### src/rtl/keypad_emulator.sv
`default_nettype none
// ============================================================================
//  Module      : keypad_emulator
//  Description : Behavioural 4x4 matrix keypad for hardware-in-the-loop tests.
//                Key codes are queued in a small FIFO and replayed as timed
//                press/release events.  While a key is closed, its active-low
//                column follows its active-low row combinationally.
//                Optional contact chatter: define KEYPAD_EMU_BOUNCE_EN.
//  Revision    : 1.0  initial release
// ============================================================================
module keypad_emulator #(
    parameter int HOLD_CYCLES   = 500,
    parameter int GAP_CYCLES    = 300,
    parameter int DEPTH         = 4,
    parameter int BOUNCE_CYCLES = 20
) (
    input  logic       clk,
    input  logic       reset,
    input  logic       key_valid,
    input  logic [3:0] key_code,
    output logic       key_ready,
    input  logic [3:0] row,
    output logic [3:0] col,
    output logic       pressed,
    output logic [3:0] active_code,
    output logic       busy
);

    localparam int c_max_cyc = (HOLD_CYCLES > GAP_CYCLES) ? HOLD_CYCLES : GAP_CYCLES;
    localparam int c_cnt_w   = (c_max_cyc > 1) ? $clog2(c_max_cyc) : 1;
    localparam int c_ptr_w   = $clog2(DEPTH);

    localparam logic [c_cnt_w-1:0] c_hold_load = c_cnt_w'(HOLD_CYCLES - 1);
    localparam logic [c_cnt_w-1:0] c_gap_load  = c_cnt_w'(GAP_CYCLES - 1);
    localparam logic [c_ptr_w:0]   c_full      = (c_ptr_w + 1)'(DEPTH);

    typedef enum logic [1:0] {
        ST_IDLE  = 2'd0,
        ST_PRESS = 2'd1,
        ST_GAP   = 2'd2
    } state_t;

    state_t               r_state;
    state_t               w_next_state;
    logic [c_cnt_w-1:0]   r_counter;
    logic [c_cnt_w-1:0]   w_next_counter;
    logic [3:0]           w_next_code;
    logic                 w_pop;
    logic                 w_push;

    logic [3:0]           r_mem [DEPTH];
    logic [c_ptr_w-1:0]   r_wr_ptr;
    logic [c_ptr_w-1:0]   r_rd_ptr;
    logic [c_ptr_w:0]     r_count;

    logic [1:0]           w_key_row;
    logic [1:0]           w_key_col;

    // Ready depends on the registered count only, so a pop never frees a slot early.
    assign key_ready = (r_count != c_full);
    assign w_push    = key_valid && key_ready;
    assign busy      = (r_count != '0) || (r_state != ST_IDLE);

    // FIFO storage; contents need no reset because the pointers define validity.
    always_ff @(posedge clk) begin
        if (w_push) begin
            r_mem[r_wr_ptr] <= key_code;
        end
    end

    // FIFO pointers and occupancy.
    always_ff @(posedge clk or posedge reset) begin
        if (reset) begin
            r_wr_ptr <= '0;
            r_rd_ptr <= '0;
            r_count  <= '0;
        end else begin
            if (w_push) begin
                r_wr_ptr <= r_wr_ptr + c_ptr_w'(1);
            end
            if (w_pop) begin
                r_rd_ptr <= r_rd_ptr + c_ptr_w'(1);
            end
            case ({w_push, w_pop})
                2'b10:   r_count <= r_count + (c_ptr_w + 1)'(1);
                2'b01:   r_count <= r_count - (c_ptr_w + 1)'(1);
                default: r_count <= r_count;
            endcase
        end
    end

    // Press/gap sequencer state, phase counter and the key being replayed.
    always_ff @(posedge clk or posedge reset) begin
        if (reset) begin
            r_state     <= ST_IDLE;
            r_counter   <= '0;
            active_code <= 4'h0;
        end else begin
            r_state     <= w_next_state;
            r_counter   <= w_next_counter;
            active_code <= w_next_code;
        end
    end

    // Next-state logic: IDLE pops a key, PRESS and GAP count down to zero.
    always_comb begin
        w_next_state   = r_state;
        w_next_counter = r_counter;
        w_next_code    = active_code;
        w_pop          = 1'b0;
        case (r_state)
            ST_IDLE: begin
                if (r_count != '0) begin
                    w_pop          = 1'b1;
                    w_next_code    = r_mem[r_rd_ptr];
                    w_next_counter = c_hold_load;
                    w_next_state   = ST_PRESS;
                end
            end
            ST_PRESS: begin
                if (r_counter == '0) begin
                    w_next_counter = c_gap_load;
                    w_next_state   = ST_GAP;
                end else begin
                    w_next_counter = r_counter - c_cnt_w'(1);
                end
            end
            ST_GAP: begin
                if (r_counter == '0) begin
                    w_next_state = ST_IDLE;
                end else begin
                    w_next_counter = r_counter - c_cnt_w'(1);
                end
            end
            default: begin
                w_next_state = ST_IDLE;
            end
        endcase
    end

`ifdef KEYPAD_EMU_BOUNCE_EN
    localparam logic [c_cnt_w-1:0] c_bounce = c_cnt_w'(BOUNCE_CYCLES);
    logic [c_cnt_w-1:0] w_elapsed;

    // Contact chatters at the start of each phase: closed-first in PRESS, open-first in GAP.
    always_comb begin
        w_elapsed = '0;
        pressed   = 1'b0;
        if (r_state == ST_PRESS) begin
            w_elapsed = c_hold_load - r_counter;
            pressed   = (w_elapsed < c_bounce) ? ~w_elapsed[0] : 1'b1;
        end else if (r_state == ST_GAP) begin
            w_elapsed = c_gap_load - r_counter;
            pressed   = (w_elapsed < c_bounce) ? w_elapsed[0] : 1'b0;
        end
    end
`else
    logic [31:0] w_unused_bounce;
    assign w_unused_bounce = BOUNCE_CYCLES;

    // Clean contact: closed for the whole PRESS phase.
    always_comb begin
        pressed = (r_state == ST_PRESS);
    end
`endif

    // Key code to matrix position (row, column).
    always_comb begin
        w_key_row = 2'd0;
        w_key_col = 2'd0;
        case (active_code)
            4'h1: begin w_key_row = 2'd0; w_key_col = 2'd0; end
            4'h2: begin w_key_row = 2'd0; w_key_col = 2'd1; end
            4'h3: begin w_key_row = 2'd0; w_key_col = 2'd2; end
            4'hA: begin w_key_row = 2'd0; w_key_col = 2'd3; end
            4'h4: begin w_key_row = 2'd1; w_key_col = 2'd0; end
            4'h5: begin w_key_row = 2'd1; w_key_col = 2'd1; end
            4'h6: begin w_key_row = 2'd1; w_key_col = 2'd2; end
            4'hB: begin w_key_row = 2'd1; w_key_col = 2'd3; end
            4'h7: begin w_key_row = 2'd2; w_key_col = 2'd0; end
            4'h8: begin w_key_row = 2'd2; w_key_col = 2'd1; end
            4'h9: begin w_key_row = 2'd2; w_key_col = 2'd2; end
            4'hC: begin w_key_row = 2'd2; w_key_col = 2'd3; end
            4'hE: begin w_key_row = 2'd3; w_key_col = 2'd0; end
            4'h0: begin w_key_row = 2'd3; w_key_col = 2'd1; end
            4'hF: begin w_key_row = 2'd3; w_key_col = 2'd2; end
            4'hD: begin w_key_row = 2'd3; w_key_col = 2'd3; end
            default: begin w_key_row = 2'd0; w_key_col = 2'd0; end
        endcase
    end

    // Switch model: only the closed key's column follows its row, with no latency.
    always_comb begin
        col = 4'hF;
        if (pressed && !row[w_key_row]) begin
            col[w_key_col] = 1'b0;
        end
    end

endmodule
`default_nettype wire
### config.mk
export PLATFORM = sky130hd
export DESIGN_NAME = keypad_emulator
export DESIGN_NICKNAME = d
export VERILOG_FILES = /design/src/rtl/keypad_emulator.sv
export SDC_FILE = /design/constraint.sdc
export NUM_CORES = 1
export LEC_CHECK = 0
export CAP_MARGIN = 20
export CORE_MARGIN = 2
export CORE_UTILIZATION = 40
export DETAILED_ROUTE_END_ITERATION = 8
export MAX_ROUTING_LAYER = met4
export SETUP_SLACK_MARGIN = 0.02
export SYNTH_ARGS = -nofsm -noshare
export SYNTH_HDL_FRONTEND = slang
export SYNTH_SLANG_ARGS = --single-unit
### constraint.sdc
create_clock -name clk -period 2.2 [get_ports clk]
set_clock_uncertainty 0.2 [all_clocks]
set_input_delay 0.66 -clock clk [delete_from_list [all_inputs] [get_ports clk]]
set_output_delay 0.66 -clock clk [all_outputs]
set_load 0.05 [all_outputs]
==> impl_metrics.ini <==
; physical design summary
[synthesis]
postSynthCellCount = 205
topCellsByArea = dfrtp_1, edfxtp_1, ha_1
ys_warn_count = 0
fa_ha_area_frac = 0.0768
mux_area_frac = 0.0689
most_common_cell = nand2_1
ys_sh_xor = 0.0316
synthSimpleGateAreaFrac = 0.149

[pwr]
p_per_area_nw_per_um2 = 594
p_seq_uw = 942
power_frac_clock = 0.275

[finish]
area_growth_pct = 37.1
comb_area_um2 = 1150
fillers = 468
clkbuf_count = 6
clk_share = 0.0313
seq_cells = 38
inverters = 18

[final_timing]
grt_setup_unrepaired = true
finalSetupViolCount = 5
drv_slew = 0
tns_ns = -1.45
timing.final.ws_setup_ns = -0.379
min_period_ns = 2.58
fin_crit_sh = 1.17

[worst_setup_path]
start_kind = flip-flop
cp_slowest_stage_delay_ns = 0.42
worstSetupPathType = flip-flop to output port
arrival_ns = 1.72
critical-path-top-delay-family = AND-OR/OR-AND gates
critical_path_depth = 5
endpoint = col[0]
crit_fanout = 4
critPathCaptureType = output port
crit_buf_inv = 1

[cts]
clk_pin_slew_ns = 0.07
numCtsBuffers = 5
cts_setup_buffers = 6

[floorplanning]
die_h_um = 78.4
well_tap_count = 72
top_level_ports = 22
die_x_um = 78.4
dieArea_um2 = 6150

[worst_hold_path]
hold_path_depth = 1

[global_route]
grt_overflow = 0
grt_start_max_net_pins = 23
grt_pass1_vias = 1710

[routing]
wl_mm = 4.61
wl_met2_mm = 2.13
dr.pass1.iters = 4
wl_met3_um = 170

[outcome]
violations = negative setup slack
status = finished, violations left

[placement]
gp_congestion = 0.990
## per-stage QoR
| stage | power, mW | instance area, um^2 | hold slack [ns] | instances | utilization |
|---|---|---|---|---|---|
| 2_1_floorplan | 1.17 | 2250 | 0.290 | 205 | - |
| 3_3_place_gp | 1.28 | 2820 | 0.321 | 320 | 0.518 |
| 3_5_place_dp | 1.29 | 2820 | 0.324 | 320 | 0.518 |
| 4_1_cts | 1.82 | 3000 | 0.339 | 334 | 0.551 |
| 5_1_grt | 1.90 | 3040 | 0.377 | 336 | 0.559 |
| 6_report | 1.80 | 3040 | 0.335 | 336 | 0.559 |
## state kept, by name, indices dropped and copies added, names as in the netlist
| register | cells |
|---|---|
| r_rd_ptr | 2 |
| r_mem | 16 |
| r_state | 2 |
| active_code | 4 |
| r_wr_ptr | 2 |
| r_counter | 9 |
| r_count | 3 |
**Logic cells by family**

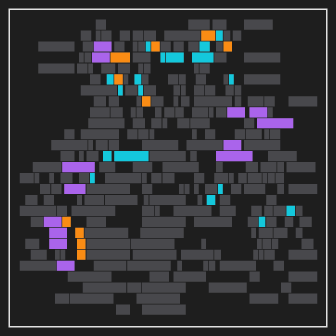
Key: cyan = nor cells [cells 18, most used nor2_1]; purple = fa/ha/maj cells [cells 13, most used ha_1]; orange = and/or cells [cells 10, most used and3_1]
Comb area share: 0.378
commonest non-fill, non-tap cell in the layout: buf_4
post-route insts no fill: 336

**Register map, names as in the netlist**

Bar = 20 um. Other sequential cells in the stronger grey, the rest of the logic in the fainter grey.
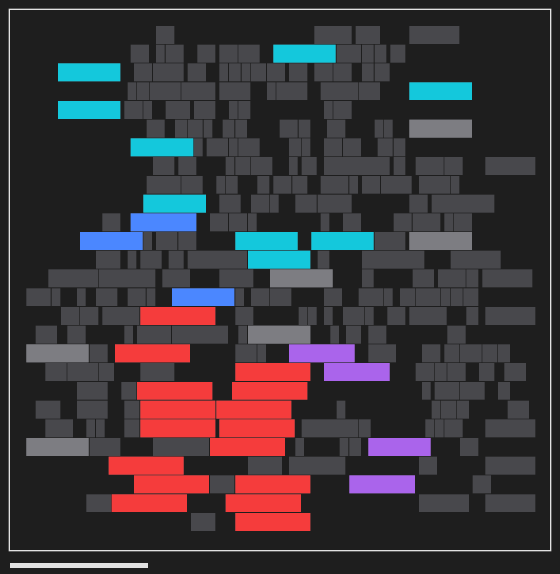
Key: red = r_mem [flops 16]; cyan = r_counter [flops 9]; blue = r_count [flops 3]; purple = active_code [flops 4]

**A small window of the routed layout**

Bar = 10 um. Region (7, 7) to (32, 32) um. Cells in grey, sequential cells in the stronger grey; small squares are vias.
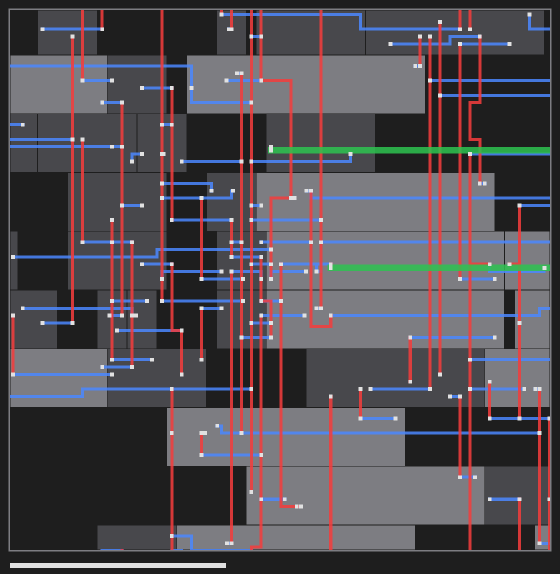
Key: red = M2; green = M3; blue = M1
Most frequent: edfxtp_1 (6), and3_1 (4), ha_1 (4). Netlist names of flops here include r_mem (6). Sequential cells in the window: 6. 25 logic cells have their middle in the window.

**Port wiring**

Bar = 20 um.
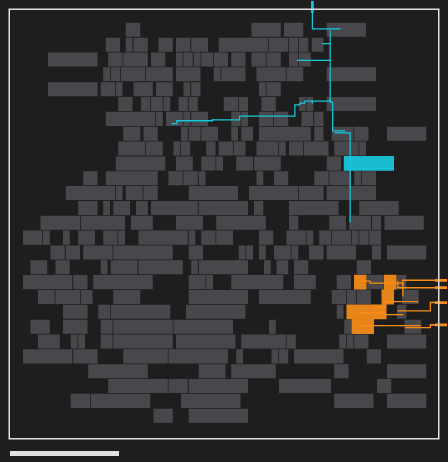
Key: cyan = pressed [direction output, end cells 1, buffers 2, wire 96.9 um]; orange = row [direction input, end cells 7, buffers 4, wire 69.0 um]

**Track usage over the die**

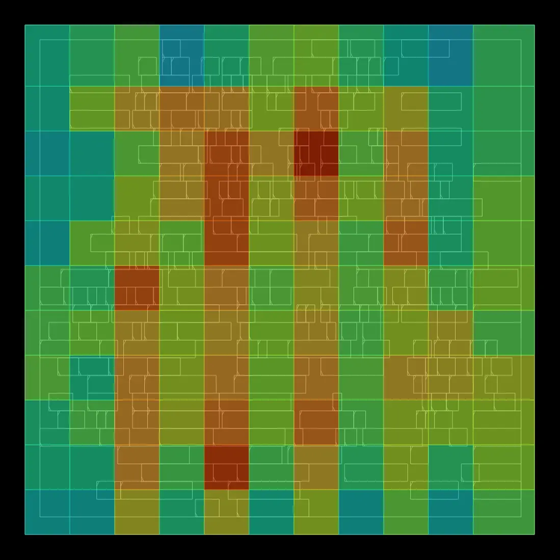
all-layer global routing usage: 0.169
grt met3 use: 0.0391
Routed WL per cell: 13.7 um
GRT met2 Usage: 0.264

Power is estimated from default activity; no workload was simulated.
